==> images/m1.png <==
Scale bar: 20 µm. Supply wires on this layer in gray.
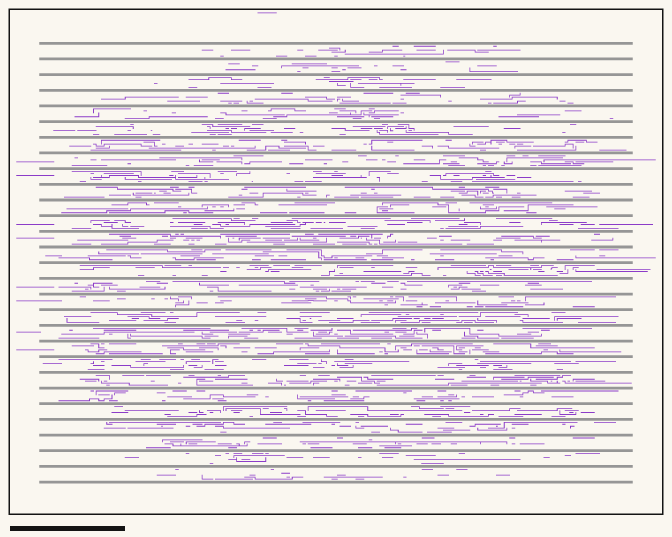
==> images/m2.png <==
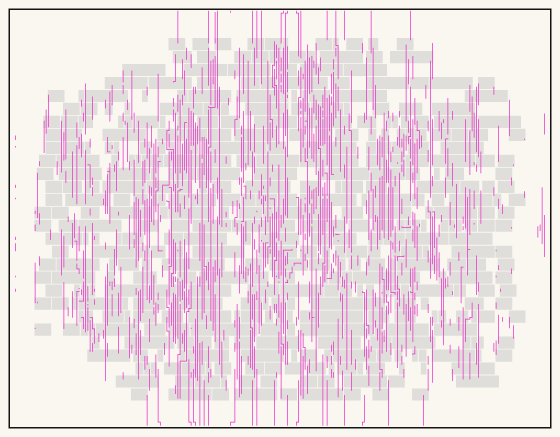
==> images/m3.png <==
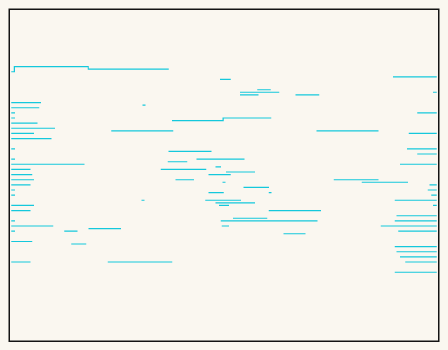
**config.mk**
```make
export PLATFORM = sky130hd
export DESIGN_NAME = d_cmp_iter_flat
export DESIGN_NICKNAME = d
export VERILOG_FILES = /design/src/rtl/d_cmp_iter_if.sv /design/src/rtl/d_cmp_iter.sv /design/src/flat_wrapper.sv
export SDC_FILE = /design/constraint.sdc
export NUM_CORES = 1
export LEC_CHECK = 0
export CORE_ASPECT_RATIO = 0.75
export CORE_MARGIN = 5
export CORE_UTILIZATION = 57
export DETAILED_ROUTE_END_ITERATION = 8
export GPL_TIMING_DRIVEN = 1
export PLACE_DENSITY = 0.86
export SKIP_LAST_GASP = 1
export SYNTH_ARGS = -nofsm -noshare
export SYNTH_HDL_FRONTEND = slang
export SYNTH_SLANG_ARGS = --single-unit
export TNS_END_PERCENT = 10
```
**constraint.sdc**
```tcl
create_clock -name clk -period 10.8 [get_ports clk]
set_input_delay 2.16 -clock clk [delete_from_list [all_inputs] [get_ports clk]]
set_output_delay 2.16 -clock clk [all_outputs]
set_load 0.02 [all_outputs]
```
**src/rtl/d_cmp_iter_if.sv**
```systemverilog
// Request/result bundle for d_cmp_iter: operands and mode in, handshake and results out.
interface d_cmp_iter_if #(
    parameter int unsigned WIDTH = 32
);
    localparam int unsigned CW = $clog2(WIDTH + 1);

    logic             start;
    logic [2:0]       mode;
    logic [WIDTH-1:0] rs_data;
    logic [WIDTH-1:0] rt_data;
    logic             busy;
    logic             done;
    logic             cond;
    logic             zero;
    logic [CW-1:0]    popcnt;
    logic             flag;

    modport master (
        output start, mode, rs_data, rt_data,
        input  busy, done, cond, zero, popcnt, flag
    );

    modport slave (
        input  start, mode, rs_data, rt_data,
        output busy, done, cond, zero, popcnt, flag
    );
endinterface

```
**src/rtl/d_cmp_iter.sv**
```systemverilog
// Iterative compare/popcount unit: STEP bits of A per cycle, optional divisibility flag.
// Define D_CMP_ITER_FLAG_EN to build the CHECK state and the flag result; otherwise flag is 0.
module d_cmp_iter #(
    parameter int unsigned WIDTH = 32,
    parameter int unsigned STEP  = 4
) (
    input  logic        clk,
    input  logic        reset,
    d_cmp_iter_if.slave bus
);
    localparam int unsigned CW     = $clog2(WIDTH + 1);
    localparam int unsigned NSLICE = WIDTH / STEP;
    localparam int unsigned IW     = (NSLICE > 1) ? $clog2(NSLICE) : 1;
    localparam int unsigned SW     = $clog2(STEP + 1);

`ifdef D_CMP_ITER_FLAG_EN
    typedef enum logic [1:0] {IDLE, COUNT, CHECK, DONE} state_t;
`else
    typedef enum logic [1:0] {IDLE, COUNT, DONE} state_t;
`endif

    state_t           state, state_n;
    logic [WIDTH-1:0] a_q, b_q;
    logic [2:0]       mode_q;
    logic [CW-1:0]    acc_q, acc_n;
    logic [IW-1:0]    idx_q, idx_n;
    logic [SW-1:0]    slice_ones;
    logic             load_res;
    logic             cond_c;
    logic             busy_q, done_q, cond_q, zero_q;
    logic [CW-1:0]    popcnt_q;
`ifdef D_CMP_ITER_FLAG_EN
    logic [CW-1:0]    rem_q, rem_n;
    logic             flag_q, flag_n;
`endif

    function automatic logic [SW-1:0] ones(input logic [STEP-1:0] v);
        logic [SW-1:0] n;
        n = '0;
        for (int i = 0; i < int'(STEP); i++) n = n + SW'(v[i]);
        return n;
    endfunction

    assign slice_ones = ones(a_q[int'(idx_q) * int'(STEP) +: STEP]);

    // Branch condition over the latched operands
    always_comb begin
        cond_c = 1'b0;
        unique case (mode_q)
            3'b000:  cond_c = (a_q == b_q);
            3'b001:  cond_c = (a_q != b_q);
            3'b010:  cond_c = a_q[WIDTH-1] | (a_q == '0);
            3'b011:  cond_c = ~a_q[WIDTH-1] & (a_q != '0);
            3'b100:  cond_c = a_q[WIDTH-1];
            3'b101:  cond_c = ~a_q[WIDTH-1];
            3'b110:  cond_c = ($signed(a_q) < $signed(b_q));
            default: cond_c = (a_q < b_q);
        endcase
    end

    always_ff @(posedge clk or posedge reset) begin
        if (reset) state <= IDLE;
        else       state <= state_n;
    end

    // Next state and datapath updates
    always_comb begin
        state_n  = state;
        acc_n    = acc_q;
        idx_n    = idx_q;
        load_res = 1'b0;
`ifdef D_CMP_ITER_FLAG_EN
        rem_n    = rem_q;
        flag_n   = 1'b0;
`endif
        unique case (state)
            IDLE: begin
                if (bus.start) begin
                    state_n = COUNT;
                    acc_n   = '0;
                    idx_n   = '0;
`ifdef D_CMP_ITER_FLAG_EN
                    rem_n   = '0;
`endif
                end
            end
            COUNT: begin
                acc_n = acc_q + CW'(slice_ones);
                idx_n = idx_q + IW'(1);
                if (idx_q == IW'(NSLICE - 1)) begin
`ifdef D_CMP_ITER_FLAG_EN
                    if (acc_n == '0) begin
                        state_n  = DONE;
                        load_res = 1'b1;
                    end else begin
                        rem_n   = CW'(WIDTH) - acc_n;
                        state_n = CHECK;
                    end
`else
                    state_n  = DONE;
                    load_res = 1'b1;
`endif
                end
            end
`ifdef D_CMP_ITER_FLAG_EN
            CHECK: begin
                if (rem_q >= acc_q) begin
                    rem_n = rem_q - acc_q;
                end else begin
                    flag_n   = (rem_q == '0);
                    state_n  = DONE;
                    load_res = 1'b1;
                end
            end
`endif
            DONE:    state_n = IDLE;
            default: state_n = IDLE;
        endcase
    end

    // Operand latch, working registers and registered results
    always_ff @(posedge clk or posedge reset) begin
        if (reset) begin
            a_q      <= '0;
            b_q      <= '0;
            mode_q   <= '0;
            acc_q    <= '0;
            idx_q    <= '0;
            busy_q   <= 1'b0;
            done_q   <= 1'b0;
            cond_q   <= 1'b0;
            zero_q   <= 1'b0;
            popcnt_q <= '0;
`ifdef D_CMP_ITER_FLAG_EN
            rem_q    <= '0;
            flag_q   <= 1'b0;
`endif
        end else begin
            if (state == IDLE && bus.start) begin
                a_q    <= bus.rs_data;
                b_q    <= bus.rt_data;
                mode_q <= bus.mode;
            end
            acc_q  <= acc_n;
            idx_q  <= idx_n;
            busy_q <= (state_n != IDLE);
            done_q <= (state_n == DONE);
            if (load_res) begin
                cond_q   <= cond_c;
                zero_q   <= (a_q == b_q);
                popcnt_q <= acc_n;
`ifdef D_CMP_ITER_FLAG_EN
                flag_q   <= flag_n;
`endif
            end
`ifdef D_CMP_ITER_FLAG_EN
            rem_q <= rem_n;
`endif
        end
    end

    assign bus.busy   = busy_q;
    assign bus.done   = done_q;
    assign bus.cond   = cond_q;
    assign bus.zero   = zero_q;
    assign bus.popcnt = popcnt_q;
`ifdef D_CMP_ITER_FLAG_EN
    assign bus.flag   = flag_q;
`else
    assign bus.flag   = 1'b0;
`endif
endmodule

```
**src/flat_wrapper.sv**
```systemverilog
// flat-port wrapper written by rule: the top's interface ports become plain ports
module d_cmp_iter_flat 
#(
    parameter int unsigned WIDTH = 32,
    parameter int unsigned STEP  = 4
)
  (clk, reset, bus_start, bus_mode, bus_rs_data, bus_rt_data, bus_busy, bus_done, bus_cond, bus_zero, bus_popcnt, bus_flag);
  d_cmp_iter_if #(.WIDTH(WIDTH)) bus_i ();
  input  logic clk;
  input  logic reset;
  input wire logic [$bits(bus_i.start)-1:0] bus_start;
  input wire logic [$bits(bus_i.mode)-1:0] bus_mode;
  input wire logic [$bits(bus_i.rs_data)-1:0] bus_rs_data;
  input wire logic [$bits(bus_i.rt_data)-1:0] bus_rt_data;
  output wire logic [$bits(bus_i.busy)-1:0] bus_busy;
  output wire logic [$bits(bus_i.done)-1:0] bus_done;
  output wire logic [$bits(bus_i.cond)-1:0] bus_cond;
  output wire logic [$bits(bus_i.zero)-1:0] bus_zero;
  output wire logic [$bits(bus_i.popcnt)-1:0] bus_popcnt;
  output wire logic [$bits(bus_i.flag)-1:0] bus_flag;
  assign bus_i.start = bus_start;
  assign bus_i.mode = bus_mode;
  assign bus_i.rs_data = bus_rs_data;
  assign bus_i.rt_data = bus_rt_data;
  assign bus_busy = bus_i.busy;
  assign bus_done = bus_i.done;
  assign bus_cond = bus_i.cond;
  assign bus_zero = bus_i.zero;
  assign bus_popcnt = bus_i.popcnt;
  assign bus_flag = bus_i.flag;
  d_cmp_iter #(.WIDTH(WIDTH), .STEP(STEP)) u_core (.clk(clk), .reset(reset), .bus(bus_i));
endmodule
```
==> out/metrics.yaml <==
number_of_h_tree_levels: 3
area.combinational_mm2: 0.00213
floorplan.die.width_um: 113
clk_share_pct: 4.26
critical-path-top-cell-by-count: "sky130_fd_sc_hd__ha_1"
first_iter_violations: 137
tritoncts_clock_tree: "built"
cts_hold_repair.buffers: 0
critPathCaptureType: "register"
globalRoute.totalOverflow: 0
floorplan.initialDensity_pct: 58.0
yosys.cell_count.top_type: "sky130_fd_sc_hd__dfrtp_1"
drt-wirelength-per-cell_um: 17.1
synth-main-ff-cell: "sky130_fd_sc_hd__dfrtp_1"
cts_resized: 0
grt_start_max_net_pins: 89
worst-setup-path-type: "register to register"
finalCriticalPeriod_ns: 4.10
syn_nets: 509
critical_path.cell_chain: "mux4_1 -> mux2_2 -> ha_1 -> inv_1 -> fa_1 -> inv_1 -> ha_1 -> ha_1 -> a21o_1 -> a21oi_1 -> nor3_1 -> a21o_1 -> a22o_1 -> mux2_2"
required_time_of_the_critical_path_ns: 11.04
worstSkewPairLatency_ns: 0.35
synth.cellmix.xorXnorShare_pct: 0.385
design.core.area_mm2: 0.00785
clock_skew_ns: 0.00803
synth_compound_gate_area_share_pct: 10.2
holdCritPathClass: "register to register"
synth_chip_area_mm2: 0.00455
tritoncts.num_buffers: 9
layout.clock_buffers: 11
cpMaxStageDelayCell: "sky130_fd_sc_hd__dfrtp_1"
cp.arrival_ns: 4.35
tightest_slew_ns: 1.09
grt.busiest_layer: "met2"
n_all_buffers: 82
yosys.area.top_type: "sky130_fd_sc_hd__dfrtp_1"
chipArea_mm2: 0.00989
tapCellCount: 105
async_flop_share_pct: 100
startpoint_type: "register"
ys_sh_adder_pct: 11.6
first_pass_grt_wire_length_mm: 17.1
synth.cell_area_mm2: 0.00455
drt_pass1_iterations: 5
synth.avg_cell_area_um2: 11.4
clock_tree.buffer_depth: 2
comb.multi_input.count: 255
io_buffers: 79
largest_class: "flip-flops and latches"
critical-path-top-delay-family: "adder cells"
hold_path_startpoint: "u_core.bus.zero"
drive_above_1_share_pct: 16.1
die_y_um: 87.4
initial_antenna_violation_count: 0
yosys.stat.seqShare_pct: 48.4
run_status: "completed"
yosys-stat-cells: 398
post-route-period-util_pct: 38.0
post-route-drc-count: 0
holdPathEnd: "u_core.bus.zero"
reg2reg_setup_slack_ns: 6.70
timing.rr.start: "u_core.idx_q[0]"
antenna_cell_count: 0
tool_warnings: 26
worstHoldPathCells: 2
rr_worst_depth: 14
non_clock_buffer_area_share_pct: 14.4
## Picture notes: m1.png
The layer carries 4,610 µm of wire. 525 nets have wire on it. The layer holds 46% of the routed length. The wires run mostly horizontal. The longest straight run is 35.9 µm.
Routed WL: 9.99 mm
vias post-DR: 3,301
grt met1 use: 30.1%

## Picture notes: m2.png
508 nets have wire on it. The longest straight run is 32.6 µm.
fraction of met2 tracks used by global routing: 34.8%

## Picture notes: m3.png
70 nets have wire on it. The wires run mostly horizontal. The layer carries 612 µm of wire.
global-route met3 utilization: 6.53%

## state kept, by name, indices dropped and copies added, names as in the netlist
name and flops:
u_core.idx_q 3, u_core.bus.cond 1, u_core.mode_q 3, u_core.b_q 32
u_core.a_q 32, u_core.bus.busy 1, u_core.bus.zero 1, u_core.acc_q 6
u_core.state 2, u_core.bus.popcnt 6, u_core.bus.done 1
## report_power, final
group	leakage [µW]	internal [µW]	switching [µW]	total, µW
clock network	0.000121	164	109	272
logic	0.00133	463	444	907
registers	0.00107	491	146	637
total	0.00252	1120	699	1820
## worst reg2reg max path, delay by kind of cell, from the launching register on
| family | cells | cell delay (ns) |
|---|---|---|
| AOI/OAI and AO/OA | 4 | 0.78 |
| adders and majority gates | 4 | 1.22 |
| buffers and inverters | 2 | 0.11 |
| DFF | 1 | 0.65 |
| muxes | 3 | 1.16 |
| and+or+nand+nor | 1 | 0.09 |
## placed cells by master (no fill, tap or decap), types with 2 or more instances in the layout
master	n
sky130_fd_sc_hd__inv_1	37
sky130_fd_sc_hd__mux4_2	7
sky130_fd_sc_hd__o21ai_0	38
sky130_fd_sc_hd__nand2_1	45
sky130_fd_sc_hd__o31ai_1	2
sky130_fd_sc_hd__buf_4	3
sky130_fd_sc_hd__o211ai_1	3
sky130_fd_sc_hd__clkdlybuf4s50_1	79
sky130_fd_sc_hd__fa_1	2
sky130_fd_sc_hd__and4_1	3
sky130_fd_sc_hd__nor2b_1	4
sky130_fd_sc_hd__a22o_1	6
sky130_fd_sc_hd__mux2_2	44
sky130_fd_sc_hd__nor4_1	6
sky130_fd_sc_hd__nor2_1	2
sky130_fd_sc_hd__nand4_1	5
sky130_fd_sc_hd__xor2_1	2
sky130_fd_sc_hd__dfrtp_1	88
sky130_fd_sc_hd__a21o_1	4
sky130_fd_sc_hd__a21oi_1	18
sky130_fd_sc_hd__mux2i_1	3
sky130_fd_sc_hd__clkbuf_8	11
sky130_fd_sc_hd__bufinv_16	3
sky130_fd_sc_hd__nand3_1	4
sky130_fd_sc_hd__ha_1	39
## metrics by stage
stage | area, µm² | worst slack [ns] | cells | total power, µW | hold slack (ns)
3_3_place_gp | 5420 | 6.83 | 569 | 1470 | 0.462
3_5_place_dp | 5420 | 6.70 | 569 | 1540 | 0.490
6_report | 5660 | 6.70 | 583 | 1820 | 0.517
2_1_floorplan | 4550 | 6.36 | 398 | 1280 | 0.436
4_1_cts | 5660 | 6.69 | 583 | 1820 | 0.518
5_1_grt | 5660 | 6.48 | 583 | 1980 | 0.541
## how the worst max path moves through the flow
stage | from | to | slack, ns | cells after the start
global route | u_core.idx_q[0] | u_core.bus.popcnt[3] | 6.48 | 14
detailed placement | u_core.idx_q[0] | u_core.bus.popcnt[3] | 6.70 | 14
global placement | u_core.idx_q[0] | u_core.bus.popcnt[3] | 6.83 | 14
floorplan | reset | u_core.a_q[0] | 6.36 | 1
CTS | u_core.idx_q[0] | u_core.bus.popcnt[3] | 6.69 | 14
finish | u_core.idx_q[0] | u_core.bus.popcnt[3] | 6.70 | 14
## cells by family after synthesis
group / Yosys count
simple gates: 78
other cells: 1
buf+inv: 55
compound gates: 78
fa+ha+maj: 41
flops: 88
mux: 55
xor+xnor: 2
Power is estimated from default activity; no workload was simulated.
